## src/rtl/wfg_interconnect_pkg.sv

```systemverilog
// Shared types and constants for the Wishbone page-decoded interconnect.
package wfg_interconnect_pkg;

  typedef enum logic [1:0] {
    IDLE = 2'd0,
    BUSY = 2'd1,
    DONE = 2'd2,
    ERR  = 2'd3
  } state_t;

  typedef enum logic {
    CAUSE_UNMAPPED = 1'b0,
    CAUSE_TIMEOUT  = 1'b1
  } err_cause_t;

  // Page 0 never selects a slave; slave k lives at page NULL_PAGE + k + 1.
  localparam int unsigned NULL_PAGE = 0;

endpackage

```

## src/rtl/wfg_wb_addr_decode.sv

```systemverilog
// Combinational page decoder: one-hot slave select plus a mapped flag.
module wfg_wb_addr_decode
  import wfg_interconnect_pkg::*;
#(
  parameter int unsigned PW   = 28,
  parameter int unsigned NSLV = 4
) (
  input  logic [PW-1:0]   page,
  output logic [NSLV-1:0] sel,
  output logic            mapped
);

  always_comb begin
    sel = '0;
    for (int unsigned k = 0; k < NSLV; k++) begin
      sel[k] = (page == PW'(NULL_PAGE + k + 1));
    end
  end

  assign mapped = |sel;

endmodule

```

## src/rtl/wfg_interconnect.sv

```systemverilog
// Single-master Wishbone interconnect: page decode, ack timeout, error status.
module wfg_interconnect
  import wfg_interconnect_pkg::*;
#(
  parameter int unsigned BUSW    = 32,
  parameter int unsigned NSLV    = 4,
  parameter int unsigned PAGEW   = 4,
  parameter int unsigned TIMEOUT = 16,
  parameter int unsigned CNTW    = 8
) (
  input  logic                 io_wbs_clk,
  input  logic                 io_wbs_rst,
  input  logic [BUSW-1:0]      io_wbs_adr,
  input  logic [BUSW-1:0]      io_wbs_datwr,
  input  logic                 io_wbs_we,
  input  logic                 io_wbs_stb,
  input  logic                 io_wbs_cyc,
  output logic [BUSW-1:0]      io_wbs_datrd,
  output logic                 io_wbs_ack,
  output logic                 io_wbs_err,
  output logic [NSLV-1:0]      s_stb_o,
  output logic                 s_cyc_o,
  output logic                 s_we_o,
  output logic [PAGEW-1:0]     s_adr_o,
  output logic [BUSW-1:0]      s_dat_o,
  input  logic [NSLV-1:0]      s_ack_i,
  input  logic [NSLV*BUSW-1:0] s_dat_i,
  output logic [BUSW-1:0]      err_addr_o,
  output logic                 err_cause_o,
  output logic [CNTW-1:0]      err_cnt_o
);

  localparam int unsigned PW = BUSW - PAGEW;
  localparam int unsigned CW = $clog2(TIMEOUT);
  localparam logic [CNTW-1:0] CNT_MAX = '1;

  state_t          state, state_next;
  logic [CW-1:0]   wait_cnt, wait_cnt_next;
  logic [NSLV-1:0] sel;
  logic            mapped;
  logic            req;
  logic            slave_ack;
  logic [BUSW-1:0] slave_dat;

  logic [BUSW-1:0] datrd_next;
  logic            ack_next;
  logic            err_next;
  logic [BUSW-1:0] err_addr_next;
  logic            err_cause_next;
  logic [CNTW-1:0] err_cnt_next;

  wfg_wb_addr_decode #(
    .PW   (PW),
    .NSLV (NSLV)
  ) u_addr_decode (
    .page   (io_wbs_adr[BUSW-1:PAGEW]),
    .sel    (sel),
    .mapped (mapped)
  );

  assign req     = io_wbs_stb & io_wbs_cyc;
  assign s_adr_o = io_wbs_adr[PAGEW-1:0];
  assign s_dat_o = io_wbs_datwr;
  assign s_we_o  = io_wbs_we;
  assign s_cyc_o = io_wbs_cyc;

  // Strobe only while a request can still be accepted, never on the ack/err cycle.
  assign s_stb_o = (req && !io_wbs_rst && (state == IDLE || state == BUSY)) ? sel : '0;

  // Acks from slaves other than the addressed one are masked out here.
  assign slave_ack = |(s_ack_i & sel);

  always_comb begin
    slave_dat = '0;
    for (int unsigned k = 0; k < NSLV; k++) begin
      if (sel[k]) slave_dat |= s_dat_i[k*BUSW +: BUSW];
    end
  end

  // Next-state and registered-output logic.
  always_comb begin
    state_next     = state;
    wait_cnt_next  = wait_cnt;
    datrd_next     = io_wbs_datrd;
    ack_next       = 1'b0;
    err_next       = 1'b0;
    err_addr_next  = err_addr_o;
    err_cause_next = err_cause_o;
    err_cnt_next   = err_cnt_o;

    unique case (state)
      IDLE: begin
        if (req) begin
          wait_cnt_next = '0;
          if (!mapped) begin
            state_next     = ERR;
            err_next       = 1'b1;
            err_cause_next = 1'(CAUSE_UNMAPPED);
            err_addr_next  = io_wbs_adr;
          end else if (slave_ack) begin
            state_next = DONE;
            ack_next   = 1'b1;
            datrd_next = slave_dat;
          end else begin
            state_next = BUSY;
          end
        end
      end
      BUSY: begin
        if (!io_wbs_cyc) begin
          state_next = IDLE;
        end else if (slave_ack) begin
          state_next = DONE;
          ack_next   = 1'b1;
          datrd_next = slave_dat;
        end else if (wait_cnt == CW'(TIMEOUT - 2)) begin
          state_next     = ERR;
          err_next       = 1'b1;
          err_cause_next = 1'(CAUSE_TIMEOUT);
          err_addr_next  = io_wbs_adr;
        end else begin
          wait_cnt_next = wait_cnt + 1'b1;
        end
      end
      DONE:    state_next = IDLE;
      ERR:     state_next = IDLE;
      default: state_next = IDLE;
    endcase

    // Every entry to ERR clears read data and bumps the saturating counter.
    if (err_next) begin
      datrd_next = '0;
      if (err_cnt_o != CNT_MAX) err_cnt_next = err_cnt_o + 1'b1;
    end
  end

  always_ff @(posedge io_wbs_clk) begin
    if (io_wbs_rst) begin
      state        <= IDLE;
      wait_cnt     <= '0;
      io_wbs_datrd <= '0;
      io_wbs_ack   <= 1'b0;
      io_wbs_err   <= 1'b0;
      err_addr_o   <= '0;
      err_cause_o  <= 1'b0;
      err_cnt_o    <= '0;
    end else begin
      state        <= state_next;
      wait_cnt     <= wait_cnt_next;
      io_wbs_datrd <= datrd_next;
      io_wbs_ack   <= ack_next;
      io_wbs_err   <= err_next;
      err_addr_o   <= err_addr_next;
      err_cause_o  <= err_cause_next;
      err_cnt_o    <= err_cnt_next;
    end
  end

endmodule

```

## config.mk

```make
export PLATFORM = sky130hd
export DESIGN_NAME = wfg_interconnect
export DESIGN_NICKNAME = d
export VERILOG_FILES = /design/src/rtl/wfg_interconnect_pkg.sv /design/src/rtl/wfg_wb_addr_decode.sv /design/src/rtl/wfg_interconnect.sv
export SDC_FILE = /design/constraint.sdc
export NUM_CORES = 1
export LEC_CHECK = 0
export ABC_AREA = 1
export CAP_MARGIN = 20
export CORE_UTILIZATION = 30
export CTS_CLUSTER_DIAMETER = 60
export DETAILED_ROUTE_END_ITERATION = 7
export PLACE_DENSITY = 0.7
export SETUP_SLACK_MARGIN = 0.05
export SYNTH_ARGS = -nofsm -noshare
export SYNTH_HDL_FRONTEND = slang
export SYNTH_SLANG_ARGS = --single-unit
```

## constraint.sdc

```tcl
create_clock -name io_wbs_clk -period 2.1 [get_ports io_wbs_clk]
set_input_delay 0.42 -clock io_wbs_clk [delete_from_list [all_inputs] [get_ports io_wbs_clk]]
set_output_delay 0.42 -clock io_wbs_clk [all_outputs]
set_load 0.01 [all_outputs]
```

==> results.ini <==
[final_layout]
final_net_count=1136
drive_above_1_share=0.157
syn_to_final_growth_pct=70.5

[sta]
fin_crit_ns=1.97
fin_crit_sh=0.940
max_freq_mhz=507
slew_violations=0
rsz0062_at_grt=yes
max_slew.worst_pin.slew_ns=0.383
slew-limit-headroom=0.742

[routing]
drcViolationCount=0
vias=5514
drt_iter0_drc=283

[clock_network]
clock_sinks=81
path_clk_slew_ns=0.07
worstSkewPairLatency_ns=0.34
htree_levels=3
hold_buffers=0

[logic_synthesis]
syn-num-nets=898
ys_types=27
synth_flops=81
syn_area_um2=4710
yosys-stat-area_um2=4710

[setup_path]
arrival_ns=1.55
crit_path_start_kind=input pin
cp.required_ns=1.68
worstPathCellList=dlygate4sd2_1 > inv_1 > nand2_1 > nor2_1 > nand2_1 > nor2_4 > buf_6 > nand2_2 > nor2_2 > buf_2
critPathMaxFanout=6
cp_slowest_cell=dlygate4sd2_1
max_stage_delay_ns=0.24
crit_top_cell=nand2_1

[min_path]
hold_depth=3

[floorplan]
die_h_um=127
core-area_um2=15300
fp_util=0.308
row_count=45

[power]
power.leakage_nw=3.07
peakVddDrop_mv=0.454
power_density_nw_per_um2=482

[place]
place_congestion=0.842
dp_cells=1118

[outcome]
outcome=finished, final reports clean

[global_routing]
grt_max_degree=43
antenna_found_initial=0
grt_pass1_wl_mm=26.5

==> worst max-delay path: cells and delay by family <==
kind | cells | cell delay (ns)
buf+inv | 4 | 0.58
simple gates | 6 | 0.53
==> synth_stat cells <==
library cell    n  area, um^2
o21ai_0        35         175
buf_2          14        70.1
nand4_1        34         213
nand2_1       148         556
clkbuf_1       18        67.6
nand3_1       120         601
dfxtp_1        81        1620
nor4_1          1        6.26
buf_1           1        3.75
nor2_4          4        45.0
ha_1            3        37.5
a21oi_2        30         263
nand2_4         2        22.5
buf_6           3        33.8
xor2_1          4        35.0
xnor2_1         4        35.0
buf_4          42         315
nor2_2          3        18.8
inv_1          30         113
a21oi_1        13        65.1
inv_2           1        3.75
clkbuf_2        3        15.0
nand3_2         1        10.0
nor2_1         95         357
nand2_2         1        6.26
and2_1          2        12.5
inv_4           1        6.26
==> what timing repair did <==
item | in CTS | in global routing
resized | 84 | 48
pin swaps | 19 | 9
endpoints found under the hold margin | 0 | 0
setup endpoints to repair | 83 | 83
setup buffers | 6 | 3
gates cloned | 2 | 3
==> logic make-up after synthesis <==
family          after synthesis  synth area share
buf+inv                     113             0.133
fa+ha+maj                     3           0.00798
simple gates                411             0.392
flops                        81             0.344
xor+xnor                      8            0.0149
compound gates               78             0.107
==> power breakdown <==
group          leakage, nW  internal (mW)  total, mW  switching [mW]
logic                 2.28          0.460      0.737           0.277
registers            0.658           1.59       1.62          0.0310
clock network        0.132          0.812       1.51           0.697
total                 3.07           2.86       3.87            1.01
==> through the flow <==
stage	hold WS [ns]	worst slack, ns	area, um^2	power, mW
after floorplan	0.446	0.275	4710	1.91
after global placement	0.447	-0.521	7390	2.34
after detailed placement	0.453	-0.568	7390	2.35
after CTS	0.437	0.0487	7850	3.89
after global routing	0.381	0.0231	8020	4.04
final	0.379	0.126	8020	3.87
==> layout by cell type (no fill, tap or decap), drive strengths merged <==
cell / count
nand2: 151
dlymetal6s2s: 1
xor2: 4
dlygate4sd2: 26
clkbuf: 12
nand4: 34
clkdlybuf4s50: 219
nor4: 1
o21ai: 35
inv: 33
nand3: 121
buf: 58
nor2: 102
xnor2: 4
ha: 3
dfxtp: 81
a21oi: 43
clkinvlp: 3
and2: 2
clkdlybuf4s15: 1
clkinv: 3
==> sequential cells by signal, indices dropped and copies added, names as in the netlist <==
register	flops
io_wbs_datrd	32
io_wbs_ack	1
err_cause_o	1
io_wbs_err	1
err_addr_o	32
state	2
err_cnt_o	8
wait_cnt	4
==> per-layer routing <==
metal	vias up	global-route usage	wire, um
met3	25	0.0641	1430
li1	2741	-	-
met2	209	0.349	8460
met4	0	0.0707	380
met1	2539	0.249	7460
met5	-	0	0
==> final timing paths <==
check	from	endpoint	slack, ns
worst max-delay path	io_wbs_adr[27]	s_stb_o[0]	0.13
worst max register to register	state[0]	io_wbs_datrd[8]	0.48
worst min register to register	io_wbs_datrd[12]	io_wbs_datrd[12]	0.46
worst min-delay path	io_wbs_adr[7]	err_addr_o[7]	0.38
==> cell type report <==
class	instances	area, um^2
flip-flops and latches	81	1620
clock buffers	9	225
repair buffers	308	3160
inverters	32	129
clock inverters	7	55.1
fillers	1488	7230
multi-input cells	500	2570
well taps	211	264
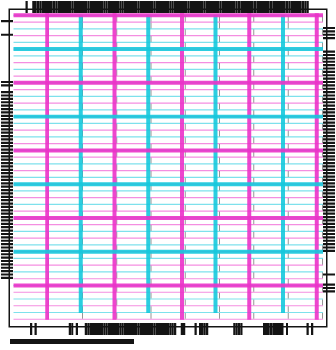
power_grid.png
Bar = 50 um. Pins as bars on the die edge. Tap cells in gray.
Key: magenta = VSS; cyan = VDD
9 straps on met5. 9 straps on met4.

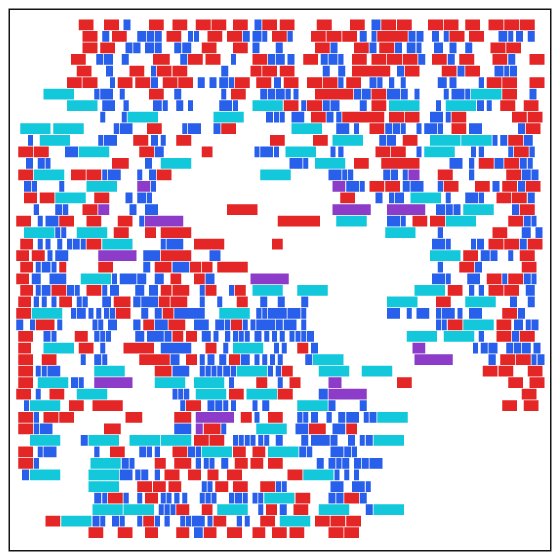
placement_by_type.png
Key: cyan = flops [cells 81]; purple = clock drivers and dummy loads [cells 16]; blue = combinational and other logic [cells 532]; red = other buffers and delay cells [cells 308]

Power figures rest on the tool's default switching activity, not on a simulated workload.
